$ cat config.mk
export PLATFORM = sky130hd
export DESIGN_NAME = multi_core_irq_router
export DESIGN_NICKNAME = d
export VERILOG_FILES = /design/src/rtl/riscv_core_pkg.sv /design/src/rtl/mc_irq_prio_select.sv /design/src/rtl/multi_core_irq_router.sv
export SDC_FILE = /design/constraint.sdc
export NUM_CORES = 2
export LEC_CHECK = 0
export CORE_AREA = 2 2 263 265
export DETAILED_ROUTE_END_ITERATION = 6
export DIE_AREA = 0 0 265 267
export MAX_ROUTING_LAYER = met4
export PLACE_DENSITY = 0.81
export SYNTH_ARGS = -nofsm -noshare
export SYNTH_HDL_FRONTEND = slang
export SYNTH_SLANG_ARGS = --single-unit
export TNS_END_PERCENT = 30
$ cat constraint.sdc
create_clock -name clk_i -period 78.8 [get_ports clk_i]
set_clock_uncertainty 0.05 [all_clocks]
set_input_delay 19.7 -clock clk_i [delete_from_list [all_inputs] [get_ports clk_i]]
set_output_delay 19.7 -clock clk_i [all_outputs]
set_load 0.1 [all_outputs]
$ cat src/rtl/riscv_core_pkg.sv
// Shared types and config-space layout for the interrupt router.
package riscv_core_pkg;

  localparam int unsigned IRQ_ID_W   = 5;
  localparam int unsigned IRQ_PRIO_W = 3;

  typedef logic [IRQ_ID_W-1:0]   irq_id_t;
  typedef logic [IRQ_PRIO_W-1:0] irq_prio_t;

  localparam logic [7:0] IRQ_CFG_PRIO_BASE = 8'h00;
  localparam logic [7:0] IRQ_CFG_EN_BASE   = 8'h40;
  localparam logic [7:0] IRQ_CFG_THR_BASE  = 8'h60;

  typedef enum logic [1:0] {CfgNone, CfgPrio, CfgEn, CfgThr} cfg_sel_e;

  // Region decode of a config word index; range checks on the offset happen at the use site.
  function automatic cfg_sel_e cfg_decode(input logic [7:0] addr);
    if (addr[7:6] == IRQ_CFG_PRIO_BASE[7:6]) return CfgPrio;
    if (addr[7:5] == IRQ_CFG_EN_BASE[7:5])   return CfgEn;
    if (addr[7:5] == IRQ_CFG_THR_BASE[7:5])  return CfgThr;
    return CfgNone;
  endfunction

endpackage

$ cat src/rtl/mc_irq_prio_select.sv
// Combinational picker: highest-priority eligible source, ties resolved to the lowest ID.
module mc_irq_prio_select #(
  parameter int unsigned NUM_SOURCES = 32,
  parameter int unsigned PRIO_W      = 3,
  parameter int unsigned ID_W        = 5
) (
  input  logic [NUM_SOURCES-1:0]        eligible_i,
  input  logic [NUM_SOURCES*PRIO_W-1:0] prio_i,
  output logic [ID_W-1:0]               id_o
);

  logic [PRIO_W-1:0] best_prio;

  // Scan downwards with >= so that equal priorities settle on the lowest ID.
  always_comb begin
    best_prio = '0;
    id_o      = '0;
    for (int s = NUM_SOURCES - 1; s >= 0; s--) begin
      if (eligible_i[s] && (prio_i[s*PRIO_W +: PRIO_W] >= best_prio)) begin
        best_prio = prio_i[s*PRIO_W +: PRIO_W];
        id_o      = ID_W'(s);
      end
    end
  end

endmodule

$ cat src/rtl/multi_core_irq_router.sv
// PLIC-lite interrupt router: gateway, config registers, claim/complete and per-core outputs.
// Optional feature macro MC_IRQ_EDGE_EN selects rising-edge gateways with a 1-deep edge latch.
module multi_core_irq_router
  import riscv_core_pkg::*;
#(
  parameter int unsigned NUM_CORES   = 4,
  parameter int unsigned NUM_SOURCES = 32,
  parameter int unsigned PRIO_W      = 3,
  localparam int unsigned ID_W       = $clog2(NUM_SOURCES)
) (
  input  logic                      clk_i,
  input  logic                      rst_i,
  input  logic [NUM_SOURCES-1:0]    irq_src_i,
  output logic [NUM_CORES-1:0]      irq_o,
  input  logic [NUM_CORES-1:0]      claim_i,
  output logic [NUM_CORES*ID_W-1:0] claim_id_o,
  input  logic [NUM_CORES-1:0]      complete_i,
  input  logic [NUM_CORES*ID_W-1:0] complete_id_i,
  input  logic                      cfg_we_i,
  input  logic                      cfg_re_i,
  input  logic [7:0]                cfg_addr_i,
  input  logic [31:0]               cfg_wdata_i,
  output logic [31:0]               cfg_rdata_o
);

  logic [NUM_SOURCES-1:0]    pending_q, pending_d, in_flight_q, in_flight_d;
  logic [NUM_SOURCES-1:0]    claim_clr, cmpl_clr, gw_set, avail;
  logic [PRIO_W-1:0]         prio_q [NUM_SOURCES];
  logic [PRIO_W-1:0]         prio_d [NUM_SOURCES];
  logic [NUM_SOURCES-1:0]    en_q [NUM_CORES];
  logic [NUM_SOURCES-1:0]    en_d [NUM_CORES];
  logic [PRIO_W-1:0]         thr_q [NUM_CORES];
  logic [PRIO_W-1:0]         thr_d [NUM_CORES];
  logic [NUM_CORES-1:0]      irq_q, irq_d;
  logic [NUM_CORES*ID_W-1:0] claim_id_q, best_flat;
  logic [31:0]               rdata_q, rdata_d;
  logic [NUM_SOURCES*PRIO_W-1:0] prio_flat;
  logic [7:0]                prio_off, en_off, thr_off;
  cfg_sel_e                  cfg_sel;

`ifdef MC_IRQ_EDGE_EN
  logic [NUM_SOURCES-1:0] src_prev_q, edge_latch_q, edge_latch_d, src_edge, idle;
`endif

  // Claim/complete resolution and gateway next-state.
  always_comb begin
    claim_clr = '0;
    cmpl_clr  = '0;
    // Earlier cores mark the source first, so later claims of the same ID see nothing extra.
    for (int c = 0; c < NUM_CORES; c++) begin
      for (int s = 1; s < NUM_SOURCES; s++) begin
        if (claim_i[c] && (claim_id_q[c*ID_W +: ID_W] == ID_W'(s)) && pending_q[s]) begin
          claim_clr[s] = 1'b1;
        end
        if (complete_i[c] && (complete_id_i[c*ID_W +: ID_W] == ID_W'(s)) && in_flight_q[s]) begin
          cmpl_clr[s] = 1'b1;
        end
      end
    end
`ifdef MC_IRQ_EDGE_EN
    src_edge     = irq_src_i & ~src_prev_q;
    idle         = ~in_flight_q & ~pending_q;
    gw_set       = (src_edge | edge_latch_q) & idle;
    edge_latch_d = (edge_latch_q & ~idle) | (src_edge & ~idle);
    edge_latch_d[0] = 1'b0;
`else
    gw_set = irq_src_i & ~in_flight_q & ~pending_q;
`endif
    gw_set[0]   = 1'b0;
    pending_d   = (pending_q & ~claim_clr) | gw_set;
    in_flight_d = (in_flight_q & ~cmpl_clr) | claim_clr;
  end

  // Sources taken this cycle are withheld from arbitration so the claimer's line drops at once.
  assign avail = pending_q & ~claim_clr;

  // Flatten priorities for the per-core pickers.
  always_comb begin
    prio_flat = '0;
    for (int s = 0; s < NUM_SOURCES; s++) begin
      prio_flat[s*PRIO_W +: PRIO_W] = prio_q[s];
    end
  end

  for (genvar c = 0; c < NUM_CORES; c++) begin : g_core
    logic [NUM_SOURCES-1:0] elig;

    // Eligibility: pending, enabled for this core and strictly above its threshold.
    always_comb begin
      elig = '0;
      for (int s = 0; s < NUM_SOURCES; s++) begin
        elig[s] = avail[s] & en_q[c][s] & (prio_q[s] > thr_q[c]);
      end
    end

    mc_irq_prio_select #(
      .NUM_SOURCES(NUM_SOURCES),
      .PRIO_W     (PRIO_W),
      .ID_W       (ID_W)
    ) u_sel (
      .eligible_i(elig),
      .prio_i    (prio_flat),
      .id_o      (best_flat[c*ID_W +: ID_W])
    );

    assign irq_d[c] = |best_flat[c*ID_W +: ID_W];
  end

  assign prio_off = cfg_addr_i - IRQ_CFG_PRIO_BASE;
  assign en_off   = cfg_addr_i - IRQ_CFG_EN_BASE;
  assign thr_off  = cfg_addr_i - IRQ_CFG_THR_BASE;
  assign cfg_sel  = cfg_decode(cfg_addr_i);

  // Config read (old values) and write; source 0 priority stays hard-wired to 0.
  always_comb begin
    prio_d  = prio_q;
    en_d    = en_q;
    thr_d   = thr_q;
    rdata_d = '0;
    if (cfg_re_i) begin
      unique case (cfg_sel)
        CfgPrio: for (int s = 0; s < NUM_SOURCES; s++) begin
          if (prio_off == 8'(s)) rdata_d = 32'(prio_q[s]);
        end
        CfgEn: for (int c = 0; c < NUM_CORES; c++) begin
          if (en_off == 8'(c)) rdata_d = 32'(en_q[c]);
        end
        CfgThr: for (int c = 0; c < NUM_CORES; c++) begin
          if (thr_off == 8'(c)) rdata_d = 32'(thr_q[c]);
        end
        default: ;
      endcase
    end
    if (cfg_we_i) begin
      unique case (cfg_sel)
        CfgPrio: for (int s = 1; s < NUM_SOURCES; s++) begin
          if (prio_off == 8'(s)) prio_d[s] = cfg_wdata_i[PRIO_W-1:0];
        end
        CfgEn: for (int c = 0; c < NUM_CORES; c++) begin
          if (en_off == 8'(c)) en_d[c] = {cfg_wdata_i[NUM_SOURCES-1:1], 1'b0};
        end
        CfgThr: for (int c = 0; c < NUM_CORES; c++) begin
          if (thr_off == 8'(c)) thr_d[c] = cfg_wdata_i[PRIO_W-1:0];
        end
        default: ;
      endcase
    end
  end

  // State registers with synchronous reset.
  always_ff @(posedge clk_i) begin
    if (rst_i) begin
      pending_q   <= '0;
      in_flight_q <= '0;
      irq_q       <= '0;
      claim_id_q  <= '0;
      rdata_q     <= '0;
      for (int s = 0; s < NUM_SOURCES; s++) prio_q[s] <= '0;
      for (int c = 0; c < NUM_CORES; c++) begin
        en_q[c]  <= '0;
        thr_q[c] <= '0;
      end
    end else begin
      pending_q   <= pending_d;
      in_flight_q <= in_flight_d;
      irq_q       <= irq_d;
      claim_id_q  <= best_flat;
      rdata_q     <= rdata_d;
      prio_q      <= prio_d;
      en_q        <= en_d;
      thr_q       <= thr_d;
    end
  end

`ifdef MC_IRQ_EDGE_EN
  // Edge-detect history and the 1-deep latch for edges seen while busy.
  always_ff @(posedge clk_i) begin
    if (rst_i) begin
      src_prev_q   <= '0;
      edge_latch_q <= '0;
    end else begin
      src_prev_q   <= irq_src_i;
      edge_latch_q <= edge_latch_d;
    end
  end
`endif

  assign irq_o       = irq_q;
  assign claim_id_o  = claim_id_q;
  assign cfg_rdata_o = rdata_q;

endmodule

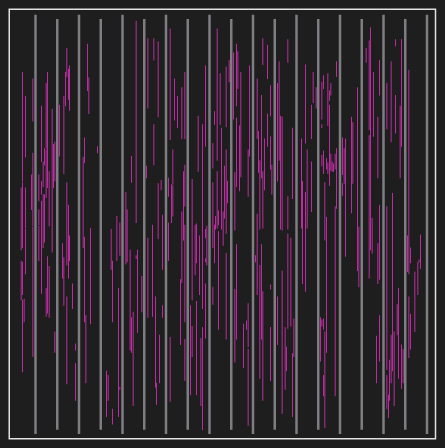
**Above:** signal wires on met4.
Supply wires on this layer in grey.
201 nets have wire on it. The longest straight run is 139 um.

==> impl_metrics.json <==
{
  "status": "complete, but fails checks",
  "failed_checks": "design-rule violations",
  "number_of_global_route_vias_before_repair": 41200,
  "num-nets-final": 6283,
  "switching_share_of_power": 0.2664,
  "top_cells_by_count": "sky130_fd_sc_hd__nand2_1 (822), sky130_fd_sc_hd__ha_1 (555), sky130_fd_sc_hd__a21oi_1 (554), sky130_fd_sc_hd__nor2_1 (350), sky130_fd_sc_hd__dfxtp_1 (347)",
  "combinational_logic_power_mw": 0.0303,
  "avgSynthCellArea_um2": 7.286,
  "timing.final.setup_violations": 0,
  "tritoncts": "done",
  "grt_start_max_net_pins": 90,
  "floorplan_core_area_um2": 67990,
  "mappedNetlistNets": 6204,
  "fillers": 6207,
  "worst_slew_pin_slew_ns": 1.425,
  "number_of_enable_flip_flop_cells": 0,
  "finalHoldViolations": 0,
  "power.combinational.fraction": 0.074,
  "critical_path.max_fanout": 10,
  "clock_sinks": 347,
  "vias_per_cell": 6.958,
  "layout_top_cells_excl_fill_tap": "sky130_fd_sc_hd__nand2_1 (818), sky130_fd_sc_hd__ha_1 (555), sky130_fd_sc_hd__a21oi_1 (554)",
  "wl_per_cell_um": 24.50,
  "power.switching_mw": 0.1095,
  "synthArstFlopShare": 0,
  "reg2reg_depth": 200,
  "holdPathEnd": "in_flight_q[15]",
  "detail_route.drc_violations": 20,
  "timing.critical_path.to_type": "register",
  "htreeDepth": 2,
  "worst_path_max_delay_cell": "sky130_fd_sc_hd__a2111oi_0",
  "crit_start": "claim_i[2]",
  "final-max-slew-violation-count": 0,
  "synthTopCellsByArea": "sky130_fd_sc_hd__dfxtp_1 (17%), sky130_fd_sc_hd__ha_1 (17%), sky130_fd_sc_hd__nand2_1 (7.6%)",
  "gpl.final_weighted_congestion": 1.069,
  "count_of_buffering_cells_on_the_critical_path_with_inverters_included": 6,
  "critical_path_arrival_ns": 67.67,
  "hpwlAfterDp_um": 121100,
  "die_h_um": 267,
  "synth.yosys.num_cells": 5545,
  "via_count": 45500,
  "synth.cell_area_um2": 40400,
  "yosys.area.top_type_share": 0.1719,
  "worstSkewPairLatency_ns": 0.63,
  "gr-usage-met3": 0.09558,
  "areaGrowthSynthToFinish_pct": 9.576
}
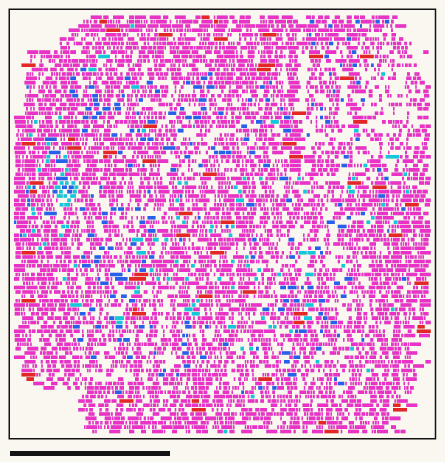
**Above:** cell sizes after repair.
Bar = 100 um.
drive 3 to 4: shown in cyan, cells 116. drive 6 and up: shown in red, cells 58. drive 2: shown in blue, cells 224. drive 1 or less: shown in magenta, cells 5,257.

metal layers:
layer,up-vias,wire length [um],part of all wire
li1,20740,-,-
met1,21190,62850,0.39
met2,2984,67180,0.42
met3,591,20550,0.13
met4,0,9622,0.060
met5,-,0,0
final cells by class:
cell class                      instances  area [um2]  share of cell area
Inverter                              266       998.5             0.02255
Antenna cell                            2       5.005           0.0001131
Timing Repair Buffer                  242        2202             0.04974
Sequential cell                       347        6952              0.1570
Clock buffer                           58        1212             0.02739
Multi-Input combinational cell       4724       31620              0.7142
Tap cell                              882        1104             0.02493
Clock inverter                         18       180.2            0.004070
per-stage QoR:
step / std cells / cell area [um2] / setup slack (ns) / hold WS, ns
after floorplan: 5545 / 40400 / 19.25 / 0.3821
after detailed placement: 6461 / 42870 / 12.28 / 0.3980
after global routing: 6539 / 44270 / 9.156 / 0.4229
final: 6539 / 44270 / 11.55 / 0.4031
after global placement: 6461 / 42870 / 13.12 / 0.3925
after CTS: 6537 / 44270 / 12.75 / 0.4051
registers in the layout, summed over array words and instances, names as in the netlist:
register / flops
claim_id_o: 20
en_q: 124
prio_flat: 93
irq_o: 4
thr_q: 12
cfg_rdata_o: 32
pending_q: 31
in_flight_q: 31
logic make-up (layout without fill, tap and decap cells):
| group | after synthesis | after routing | share of synthesized area |
|---|---|---|---|
| buffers and inverters | 474 | 584 | 0.04751 |
| muxes | 122 | 122 | 0.03469 |
| DFF | 347 | 347 | 0.1719 |
| other | 0 | 2 | 0 |
| AOI/OAI and AO/OA | 1736 | 1736 | 0.2902 |
| adders and majority gates | 614 | 614 | 0.1866 |
| and+or+nand+nor | 2252 | 2252 | 0.2690 |
